`src/rtl/ps2_kbd_events_if.sv`:
```
// Event stream port of the PS/2 keyboard front end: FIFO head plus consumer handshake.
interface ps2_kbd_events_if;
  logic       ev_valid;
  logic       ev_ready;
  logic [7:0] ev_code;
  logic       ev_ext;
  logic       ev_brk;

  modport master (output ev_valid, ev_code, ev_ext, ev_brk, input ev_ready);
  modport slave  (input ev_valid, ev_code, ev_ext, ev_brk, output ev_ready);
endinterface

```
`src/rtl/ps2_kbd_events.sv`:
```
// PS/2 keyboard receiver: frame deserialiser, E0/F0 prefix decoder, held-key tracker
// and a first-word-fall-through event FIFO.
module ps2_kbd_events #(
  parameter int FIFO_DEPTH = 8,
  parameter int CNT_W      = 8,
  parameter int TIMEOUT    = 50000
) (
  input  logic             clk,
  input  logic             rst,
  input  logic             ps2_clk,
  input  logic             ps2_data,
  ps2_kbd_events_if.master ev,
  output logic             is_press,
  output logic [7:0]       key,
  output logic             key_ext,
  output logic [CNT_W-1:0] count,
  output logic             overflow,
  output logic             frame_err
);

  localparam int AW = $clog2(FIFO_DEPTH);
  localparam int TW = $clog2(TIMEOUT + 1);

  typedef enum logic [1:0] {S_IDLE, S_EXT, S_BRK, S_EXT_BRK} state_t;

  // Frame layout {stop, parity, d7..d0, start}; odd parity over data plus parity bit.
  function automatic logic frame_ok(input logic [10:0] f);
    return (f[0] == 1'b0) && (f[10] == 1'b1) && (^f[9:1] == 1'b1);
  endfunction

  logic         r_clk_s1, r_clk_s2, r_clk_hist;
  logic         r_dat_s1, r_dat_s2;
  logic         w_fall;
  logic [9:0]   r_shift;
  logic [10:0]  w_frame;
  logic         w_ok;
  logic [3:0]   r_bitcnt;
  logic [TW-1:0] r_idle;
  logic         r_vld_p1;
  logic [7:0]   r_byte_p1;
  logic         r_frame_err;

  state_t       r_state, w_state_nxt;
  logic         w_emit, w_ev_ext, w_ev_brk;
  logic         w_match, w_repeat, w_push;
  logic         r_is_press, r_key_ext, r_overflow;
  logic [7:0]   r_key;
  logic [CNT_W-1:0] r_count;

  logic [9:0]   r_mem [FIFO_DEPTH];
  logic [AW:0]  r_wr_ptr, r_rd_ptr;
  logic         w_empty, w_full, w_pop, w_wr_en;
  logic [9:0]   w_head;

  // Stage p0: synchronise PS/2 lines and detect the falling clock edge
  always_ff @(posedge clk or negedge rst) begin
    if (!rst) begin
      r_clk_s1   <= 1'b1;
      r_clk_s2   <= 1'b1;
      r_clk_hist <= 1'b1;
      r_dat_s1   <= 1'b1;
      r_dat_s2   <= 1'b1;
    end else begin
      r_clk_s1   <= ps2_clk;
      r_clk_s2   <= r_clk_s1;
      r_clk_hist <= r_clk_s2;
      r_dat_s1   <= ps2_data;
      r_dat_s2   <= r_dat_s1;
    end
  end

  assign w_fall  = r_clk_hist & ~r_clk_s2;
  assign w_frame = {r_dat_s2, r_shift};
  assign w_ok    = frame_ok(w_frame);

  always_ff @(posedge clk) begin
    if (w_fall) r_shift <= {r_dat_s2, r_shift[9:1]};
    if (w_fall && (r_bitcnt == 4'd10)) r_byte_p1 <= w_frame[8:1];
  end

  // Stage p1: byte check result and frame error / timeout pulse
  always_ff @(posedge clk or negedge rst) begin
    if (!rst) begin
      r_bitcnt    <= 4'd0;
      r_idle      <= '0;
      r_vld_p1    <= 1'b0;
      r_frame_err <= 1'b0;
    end else begin
      r_vld_p1    <= 1'b0;
      r_frame_err <= 1'b0;
      if (w_fall) begin
        r_idle <= '0;
        if (r_bitcnt == 4'd10) begin
          r_bitcnt    <= 4'd0;
          r_vld_p1    <= w_ok;
          r_frame_err <= ~w_ok;
        end else begin
          r_bitcnt <= r_bitcnt + 4'd1;
        end
      end else if (r_bitcnt != 4'd0) begin
        if (r_idle == TW'(TIMEOUT - 1)) begin
          r_bitcnt    <= 4'd0;
          r_idle      <= '0;
          r_frame_err <= 1'b1;
        end else begin
          r_idle <= r_idle + TW'(1);
        end
      end
    end
  end

  always_comb begin
    w_state_nxt = r_state;
    w_emit      = 1'b0;
    w_ev_ext    = 1'b0;
    w_ev_brk    = 1'b0;
    if (r_vld_p1) begin
      case (r_state)
        S_EXT: begin
          if (r_byte_p1 == 8'hE0)      w_state_nxt = S_EXT;
          else if (r_byte_p1 == 8'hF0) w_state_nxt = S_EXT_BRK;
          else begin
            w_emit      = 1'b1;
            w_ev_ext    = 1'b1;
            w_state_nxt = S_IDLE;
          end
        end
        default: begin
          // A prefix arriving mid-break restarts the sequence as if from idle
          if (r_byte_p1 == 8'hE0)      w_state_nxt = S_EXT;
          else if (r_byte_p1 == 8'hF0) w_state_nxt = S_BRK;
          else begin
            w_emit      = 1'b1;
            w_ev_ext    = (r_state == S_EXT_BRK);
            w_ev_brk    = (r_state != S_IDLE);
            w_state_nxt = S_IDLE;
          end
        end
      endcase
    end
  end

  assign w_match  = ({w_ev_ext, r_byte_p1} == {r_key_ext, r_key});
  assign w_repeat = w_emit & ~w_ev_brk & r_is_press & w_match;
  assign w_push   = w_emit & ~w_repeat;

  // Stage p2: decoder state, held-key tracking and FIFO write
  always_ff @(posedge clk or negedge rst) begin
    if (!rst) begin
      r_state    <= S_IDLE;
      r_is_press <= 1'b0;
      r_key      <= 8'h00;
      r_key_ext  <= 1'b0;
      r_count    <= '0;
    end else begin
      r_state <= w_state_nxt;
      if (w_push && !w_ev_brk) begin
        r_key      <= r_byte_p1;
        r_key_ext  <= w_ev_ext;
        r_is_press <= 1'b1;
        r_count    <= r_count + CNT_W'(1);
      end else if (w_push && w_match) begin
        r_is_press <= 1'b0;
      end
    end
  end

  assign w_empty = (r_wr_ptr == r_rd_ptr);
  assign w_full  = (r_wr_ptr[AW] != r_rd_ptr[AW]) &&
                   (r_wr_ptr[AW-1:0] == r_rd_ptr[AW-1:0]);
  assign w_pop   = ~w_empty & ev.ev_ready;
  assign w_wr_en = w_push & (~w_full | w_pop);

  always_ff @(posedge clk) begin
    if (w_wr_en) r_mem[r_wr_ptr[AW-1:0]] <= {w_ev_ext, w_ev_brk, r_byte_p1};
  end

  always_ff @(posedge clk or negedge rst) begin
    if (!rst) begin
      r_wr_ptr   <= '0;
      r_rd_ptr   <= '0;
      r_overflow <= 1'b0;
    end else begin
      if (w_wr_en) r_wr_ptr <= r_wr_ptr + (AW+1)'(1);
      if (w_pop)   r_rd_ptr <= r_rd_ptr + (AW+1)'(1);
      if (w_push && w_full && !w_pop) r_overflow <= 1'b1;
    end
  end

  assign w_head      = r_mem[r_rd_ptr[AW-1:0]];
  assign ev.ev_valid = ~w_empty;
  assign ev.ev_code  = w_empty ? 8'h00 : w_head[7:0];
  assign ev.ev_brk   = w_empty ? 1'b0  : w_head[8];
  assign ev.ev_ext   = w_empty ? 1'b0  : w_head[9];

  assign is_press  = r_is_press;
  assign key       = r_key;
  assign key_ext   = r_key_ext;
  assign count     = r_count;
  assign overflow  = r_overflow;
  assign frame_err = r_frame_err;

endmodule

```
`src/flat_wrapper.sv`:
```
// flat-port wrapper written by rule: the top's interface ports become plain ports
module ps2_kbd_events_flat 
#(
  parameter int FIFO_DEPTH = 8,
  parameter int CNT_W      = 8,
  parameter int TIMEOUT    = 50000
)
  (clk, rst, ps2_clk, ps2_data, is_press, key, key_ext, count, overflow, frame_err, ev_ev_valid, ev_ev_code, ev_ev_ext, ev_ev_brk, ev_ev_ready);
  ps2_kbd_events_if ev_i ();
  input  logic clk;
  input  logic rst;
  input  logic ps2_clk;
  input  logic ps2_data;
  output logic is_press;
  output logic [7:0] key;
  output logic key_ext;
  output logic [CNT_W-1:0] count;
  output logic overflow;
  output logic frame_err;
  output wire logic [$bits(ev_i.ev_valid)-1:0] ev_ev_valid;
  output wire logic [$bits(ev_i.ev_code)-1:0] ev_ev_code;
  output wire logic [$bits(ev_i.ev_ext)-1:0] ev_ev_ext;
  output wire logic [$bits(ev_i.ev_brk)-1:0] ev_ev_brk;
  input wire logic [$bits(ev_i.ev_ready)-1:0] ev_ev_ready;
  assign ev_ev_valid = ev_i.ev_valid;
  assign ev_ev_code = ev_i.ev_code;
  assign ev_ev_ext = ev_i.ev_ext;
  assign ev_ev_brk = ev_i.ev_brk;
  assign ev_i.ev_ready = ev_ev_ready;
  ps2_kbd_events #(.FIFO_DEPTH(FIFO_DEPTH), .CNT_W(CNT_W), .TIMEOUT(TIMEOUT)) u_core (.clk(clk), .rst(rst), .ps2_clk(ps2_clk), .ps2_data(ps2_data), .ev(ev_i), .is_press(is_press), .key(key), .key_ext(key_ext), .count(count), .overflow(overflow), .frame_err(frame_err));
endmodule
```
`config.mk`:
```
export PLATFORM = sky130hd
export DESIGN_NAME = ps2_kbd_events_flat
export DESIGN_NICKNAME = d
export VERILOG_FILES = /design/src/rtl/ps2_kbd_events_if.sv /design/src/rtl/ps2_kbd_events.sv /design/src/flat_wrapper.sv
export SDC_FILE = /design/constraint.sdc
export NUM_CORES = 1
export LEC_CHECK = 0
export ABC_AREA = 1
export CORE_ASPECT_RATIO = 0.5
export CORE_MARGIN = 5
export CORE_UTILIZATION = 25
export DETAILED_ROUTE_END_ITERATION = 10
export DONT_BUFFER_PORTS = 1
export GPL_TIMING_DRIVEN = 0
export PLACE_DENSITY = 0.43
export SLEW_MARGIN = 20
export SYNTH_ARGS = -nofsm -noshare
export SYNTH_HDL_FRONTEND = slang
export SYNTH_SLANG_ARGS = --single-unit
```
`constraint.sdc`:
```
create_clock -name clk -period 4.2 [get_ports clk]
set_input_delay 0.84 -clock clk [delete_from_list [all_inputs] [get_ports clk]]
set_output_delay 0.84 -clock clk [all_outputs]
set_load 0.02 [all_outputs]
```
==> git commit body, run 1 <==
Log flow metrics for this revision

* Post-placement cell count: 983
- Global routing put the most usage on met2.
- Setup violators final: 0
- Number of distinct library cells after synthesis: 37
- Row Count: 42
* Share of the yosys chip area belonging to registers: 64.56%
- Among all stages on the critical path, the maximum delay recorded is 0.55 ns.
* Slack of the critical path: 0.5806 ns
- Sequential power for this build is 0.00177 W.
- The library cells used most frequently in the layout, excluding fill and tap cells, are edfxtp_1, nor2_1, nand2_1.
- Maximum number of pins on one net before global-route repair: 57
- Post-CTS sizing: 0
- Clock tree synthesis selected as its root buffer the cell clkbuf_16.
- Heaviest power group: registers
- In this design, the largest share of critical-path delay is due to AND-OR/OR-AND gates.
* Maximum buffer depth of the clock tree: 2
* Hold Path Class: input pin to async pin
- Drt pass-1 iters: 7
* Result of the run: completed
- Worst vdd ir: 217.7 uV
- The completed layout was analyzed and its total power is 0.004296 W.
* FF/Latch Area: 4350 sq um
- Recorded from the global router log, the overflow total was 0.
- Worst-case clock skew: 0.01121 ns
- The launch point of the critical path was reported as u_core.r_rd_ptr[0].
- Worst hold-check slack: 0.1048 ns
- After detailed routing, the wire length on met1 is 7652 um.
- TritonCTS built the clock tree.
* Y dimension of the die: 126.1 um
- Instance count on the critical path: 7
- After detailed routing, no signal wire sits above met4.
- Number of hold buffers added after CTS: 0
- Layout Nets: 662
* Time the final worst path needs with I/O delays and setup: 3.619 ns
* GR met2 Demand/Resource: 18.48%
- The register with the most flip-flops in the layout has 80 of them.
- STA puts the critical path data required time at 3.36 ns.
- The synthesized netlist devotes 17.64% of its cell area to simple gates.
- The floorplan step set the die width to 242.2 um.
* Main flop type after synthesis: edfxtp_1
- Sum of negative setup slack: 0 ns
* Via density: 4.413
- Clock network power for this build is 0.00144 W.
- Fraction of synthesized cell area taken by the top area cell type: 43.67%
- Slew at the pin with the worst max-slew slack: 1.100 ns
* Power per unit of standard cell area: 555.5 nW/um^2
* Total of clock buffers placed in the layout: 18
- For this run, the script counts the antenna cells in the layout as 0.
* Top fanout value on the critical path: 10
* Non-clk bufs: 28
- In this run the count of I/O pins placed on the die edge is 36.
* Sequential fraction of design power: 41.1%
* Mux cell area share after synthesis: 0%
- By area the synthesized netlist is led by edfxtp_1, dfrtp_1, nor2_1.
- The slew check shows that the tightest pin keeps a relative margin of 26.38%.
- The number of cells reported by Yosys stat comes to 631.
* Adder share: 1.300%
* GR Util met3: 2.604%
- In this run the critical register-to-register path is captured at u_core.r_mem[2][3].
* Type of element launching the critical path: flop
* Routed length on met3: 429 um
- After detailed routing, the met2 layer carries 8033 um of wire.
* Lkg Pwr: 2.980 nW
- OpenSTA lists the critical path endpoint as ev_ev_code[0].
- In this run, synthesis inferred 98 flip-flops with an integrated enable.
- Final number of max-transition violations: 0
- The chip occupies 30540 sq um.
- Placement Setup Slack: 0.9827 ns
- Summing the areas of all compound-gate instances in the mapped netlist gives 7.928% of the synthesized area.
- Element type at the critical path end: output port
- Most frequent cells after synthesis: edfxtp_1, nor2_1, nand2_1
- Measured on the final layout, the clock distribution area share stands at 7.167%.
- Before any placement, the netlist area is recorded as 6739 sq um.
- The layout summary lists the proportion of cells stronger than drive strength 1 as 9.653%.
* Non-clock buffer share of cell area: 1.618%
- Summed over all layers, the routed wires come to 16430 um.
- The clock network burns 33.6% of the power.
- After clock tree synthesis, the setup repair step added 0 buffers.
- In this run the power spent charging and discharging nets is 0.001536 W.
* Int Power: 0.002760 W
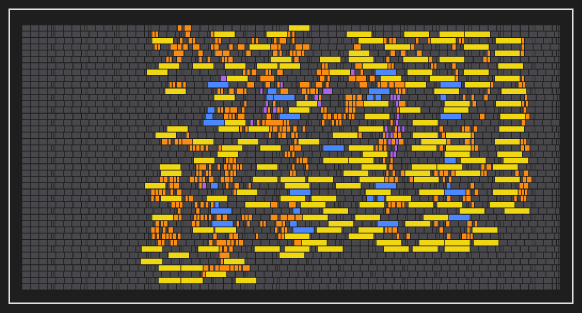
(run_1/cell_classes.png)
Fill, decap, tap and diode cells in grey.
colour	class	cells
yellow	flops	154
purple	other buffers and delay cells	28
orange	all other logic	449
blue	clock drivers and dummy loads	32

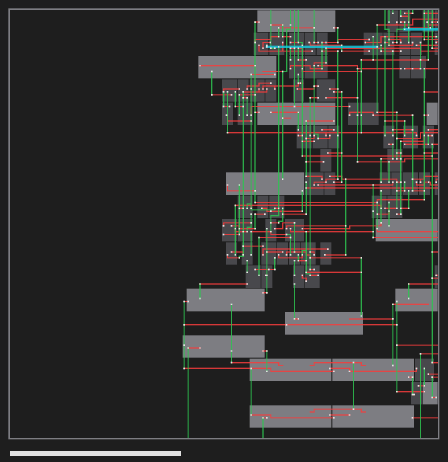
(run_1/zoom.png)
Bar = 20 um. Region (36, 7) to (86, 57) um. Cells in grey, sequential cells in the stronger grey; small squares are vias.
colour	layer
green	met2
cyan	met3
red	met1
most frequent	nand2_1 (14), inv_1 (9), a21oi_1 (9)
netlist names of flops here include	`u_core.r_idle` (7)
cells with their middle in the window	75
sequential cells in the window	13

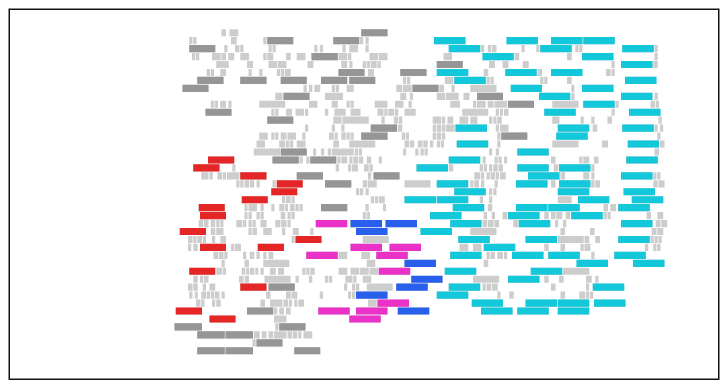
(run_1/registers.png)
colour	name in the netlist	placed flops
red	`u_core.r_idle`	16
magenta	`u_core.r_shift`	10
cyan	`u_core.r_mem`	80
blue	`u_core.r_byte_p1`	8
not coloured	40
sequential portion of the cell area: 56.25%
end-of-flow core utilization: 29.20%

==> run_1/wire_density.png <==
Bar = 50 um. 24 x 13 tiles, from black (low) to pale yellow (high), scaled to the fullest tile. Values are wire area over tile area, all layers added.
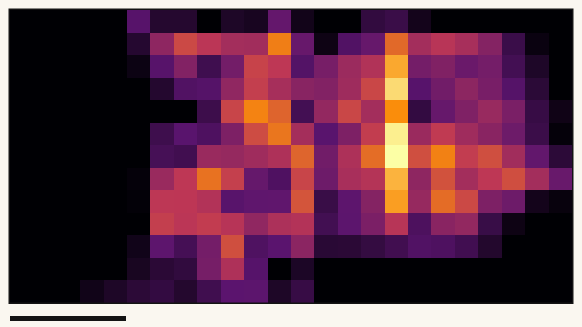

==> run 2, diff against run 1 <==
Settings changed: ABC_AREA 1 to not set, ABC_CLOCK_PERIOD_IN_PS set to 3480.
Clock period 4.2 ns to 3.48 ns, I/O delays scaled along.
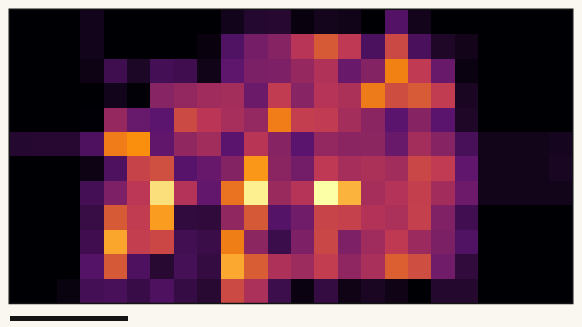
(run_2/wire_density.png)
Bar = 50 um. 24 x 12 tiles, from black (low) to pale yellow (high), scaled to the fullest tile. Values are wire area over tile area, all layers added.
nearly empty tiles	29%
densest ninth of the die	centre
mean over tiles	0.065
emptiest ninth of the die	upper left
global router's overall resource usage: 9.201%
WL per Instance: 16.10 um
final routed wirelength across all metal layers: 12710 um
routed via count: 3265

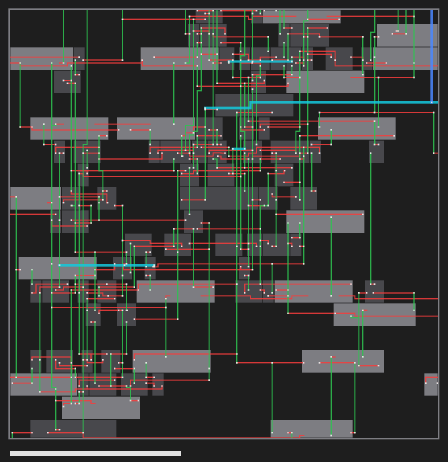
(run_2/zoom.png)
Bar = 20 um. Region (34, 6) to (84, 56) um. Cells in grey, sequential cells in the stronger grey; small squares are vias.
colour	layer
cyan	met3
blue	met4
green	met2
red	met1
netlist names of flops here include	`u_core.r_idle` (16)
most frequent	dfrtp_1 (16), nor2_1 (15), xor2_1 (10)
sequential cells in the window	20
cells with their middle in the window	90

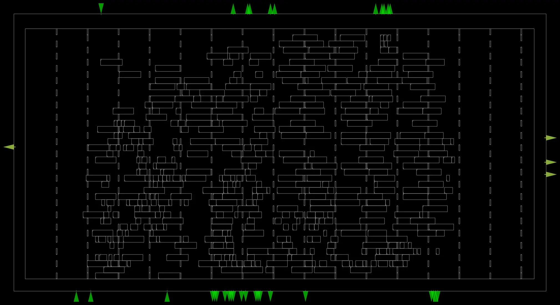
(run_2/final_placement.png)
Filler Cell Count: 2482
standard cell core area: 25290 sq um

==> run 2 against run 1 <==
Net effect: total power grew 19%; routed wire length down 23%; worst setup slack worse by 0.12 ns; clock power increased by 36%; critical endpoint is now ev_ev_code[1]; highest routed layer unchanged.
==> git commit body, run 2 <==
Log flow metrics for this revision

* Power per unit of standard cell area: 675.6 nW/um^2 (was 555.5 nW/um^2)
- Length of routed met2 wiring: 6242 um (was 8033 um)
- The main flop type was edfxtp_1 (unchanged).
- Via density: 4.138 (was 4.413)
- Placement Setup Slack: 0.4821 ns (was 0.9827 ns)
- The final max-slew violation count is 0 (unchanged).
- The source of the critical timing path was u_core.r_wr_ptr[1] (was u_core.r_rd_ptr[0]).
- The relative max-transition margin is 28.75% (was 26.38%).
- Total cells reported by yosys after synthesis: 408 (was 631)
- The number of levels the H-tree was split into was 4 (unchanged).
- The post-CTS repair timing setup buffer count was 0 (unchanged).
- The post-synthesis share of cell area spent on full adders, half adders and majority gates is 1.358% (was 1.300%).
- Sequential power: 0.00214 W (was 0.00177 W)
- Routed length on met3: 317 um (was 429 um)
- The final sum of negative setup slack is 0 ns (unchanged).
* Drt pass-1 iters: 4 (was 7)
* Element type at the critical path end: output port (unchanged)
- Post-CTS sizing: 0 (unchanged)
- Share of the yosys chip area belonging to registers: 67.45% (was 64.56%)
* Flip-flop count of the largest register after layout: 80 (unchanged)
- The aoi/oai-family share of the synthesized area is 2.677% (was 7.928%).
- The proportion of synthesized area in mux cells was 10.46% (was 0%).
* CTS tree: yes (unchanged)
- The post-cts hold-fix buffer tally came to 1 (was 0).
- Area enclosed by the die boundary: 29310 sq um (was 30540 sq um)
- Setup violators final: 0 (unchanged)
* Area contributors post-synth: edfxtp_1, dfrtp_1, mux4_2 (was edfxtp_1, dfrtp_1, nor2_1)
- Maximum buffer depth of the clock tree: 2 (unchanged)
- The path category of the worst min-delay check is input pin to async pin (unchanged).
* Uppermost layer routed: met4 (unchanged)
- Result of the run: completed (unchanged)
- The fraction of met2 tracks used by global routing came to 15.18% (was 18.48%).
- The total standard cell area after synthesis came to 6450 sq um (was 6739 sq um).
* Clock share of power: 38.3% (was 33.6%)
- Post-placement cell count: 756 (was 983)
- End-of-flow core utilization: 29.99% (was 29.20%)
- Clock group total power: 0.00196 W (was 0.00144 W)
- The met1 capacity usage during global routing is 11.85% (was 14.15%).
* Most Crowded Layer GR: met2 (unchanged)
- The family with the most delay on the worst path is simple AND/OR/NAND/NOR gates (was AND-OR/OR-AND gates).
* Root cell of the clock tree: clkbuf_16 (unchanged)
- The internal power component is 0.003656 W (was 0.002760 W).
* Top fanout value on the critical path: 10 (unchanged)
- The overflow left after global routing came to 0 (unchanged).
- The register share of total power was 41.7% (was 41.1%).
- Sequential portion of the cell area: 57.37% (was 56.25%)
- Type of element launching the critical path: flop (unchanged)
* Non-clock buffer share of cell area: 1.600% (was 1.618%)
- Y dimension of the die: 123.6 um (was 126.1 um)
* Non-clk bufs: 19 (was 28)
- Number of distinct library cells after synthesis: 55 (was 37)
- The number of top-level pins came to 36 (unchanged).
- Most frequent cells after synthesis: edfxtp_1, dfrtp_1, nor2_1 (was edfxtp_1, nor2_1, nand2_1).
* Endpoint of the most critical setup path: ev_ev_code[1] (was ev_ev_code[0])
- Total chip power: 0.005123 W (was 0.004296 W)
- The number of rows created at floorplan was 41 (was 42).
* Fraction of synthesized cell area taken by the top area cell type: 45.63% (was 43.67%)
- The power group with the largest share was registers (unchanged).
- The largest stage delay on the critical path came to 0.49 ns (was 0.55 ns).
* Seq Cell Count: 154 (unchanged)
- Lkg Pwr: 2.851 nW (was 2.980 nW)
- The clock skew after layout was 0.009336 ns (was 0.01121 ns).
- GR Util met3: 2.588% (was 2.604%)
* Count of antenna diodes in the layout: 0 (unchanged)
- The clock period could shrink to 3.016 ns.
- The data required time of the critical path is 2.78 ns (was 3.36 ns).
* Fraction of the mapped netlist area in simple logic gates: 10.11% (was 17.64%)
- Worst hold-check slack: 0.1150 ns (was 0.1048 ns)
- The proportion of cell area spent on the clock network came to 8.233% (was 7.167%).
- FF/Latch Area: 4350 sq um (unchanged)
* Slew at the pin with the worst max-slew slack: 1.065 ns (was 1.100 ns)
- The worst voltage drop across the vdd grid was 258.1 uV (was 217.7 uV).
* Net switching power of the design: 0.001468 W (was 0.001536 W)
- The tally of clock buffers in the finished layout is 20 (was 18).
- The pin count of the biggest net entering global routing was 52 (was 57).
* Layout Nets: 444 (was 662)
* Slack of the critical path: 0.4640 ns (was 0.5806 ns)
* Fraction of layout instances using a drive strength above 1: 20.67% (was 9.653%)
Power figures rest on the tool's default switching activity, not on a simulated workload.
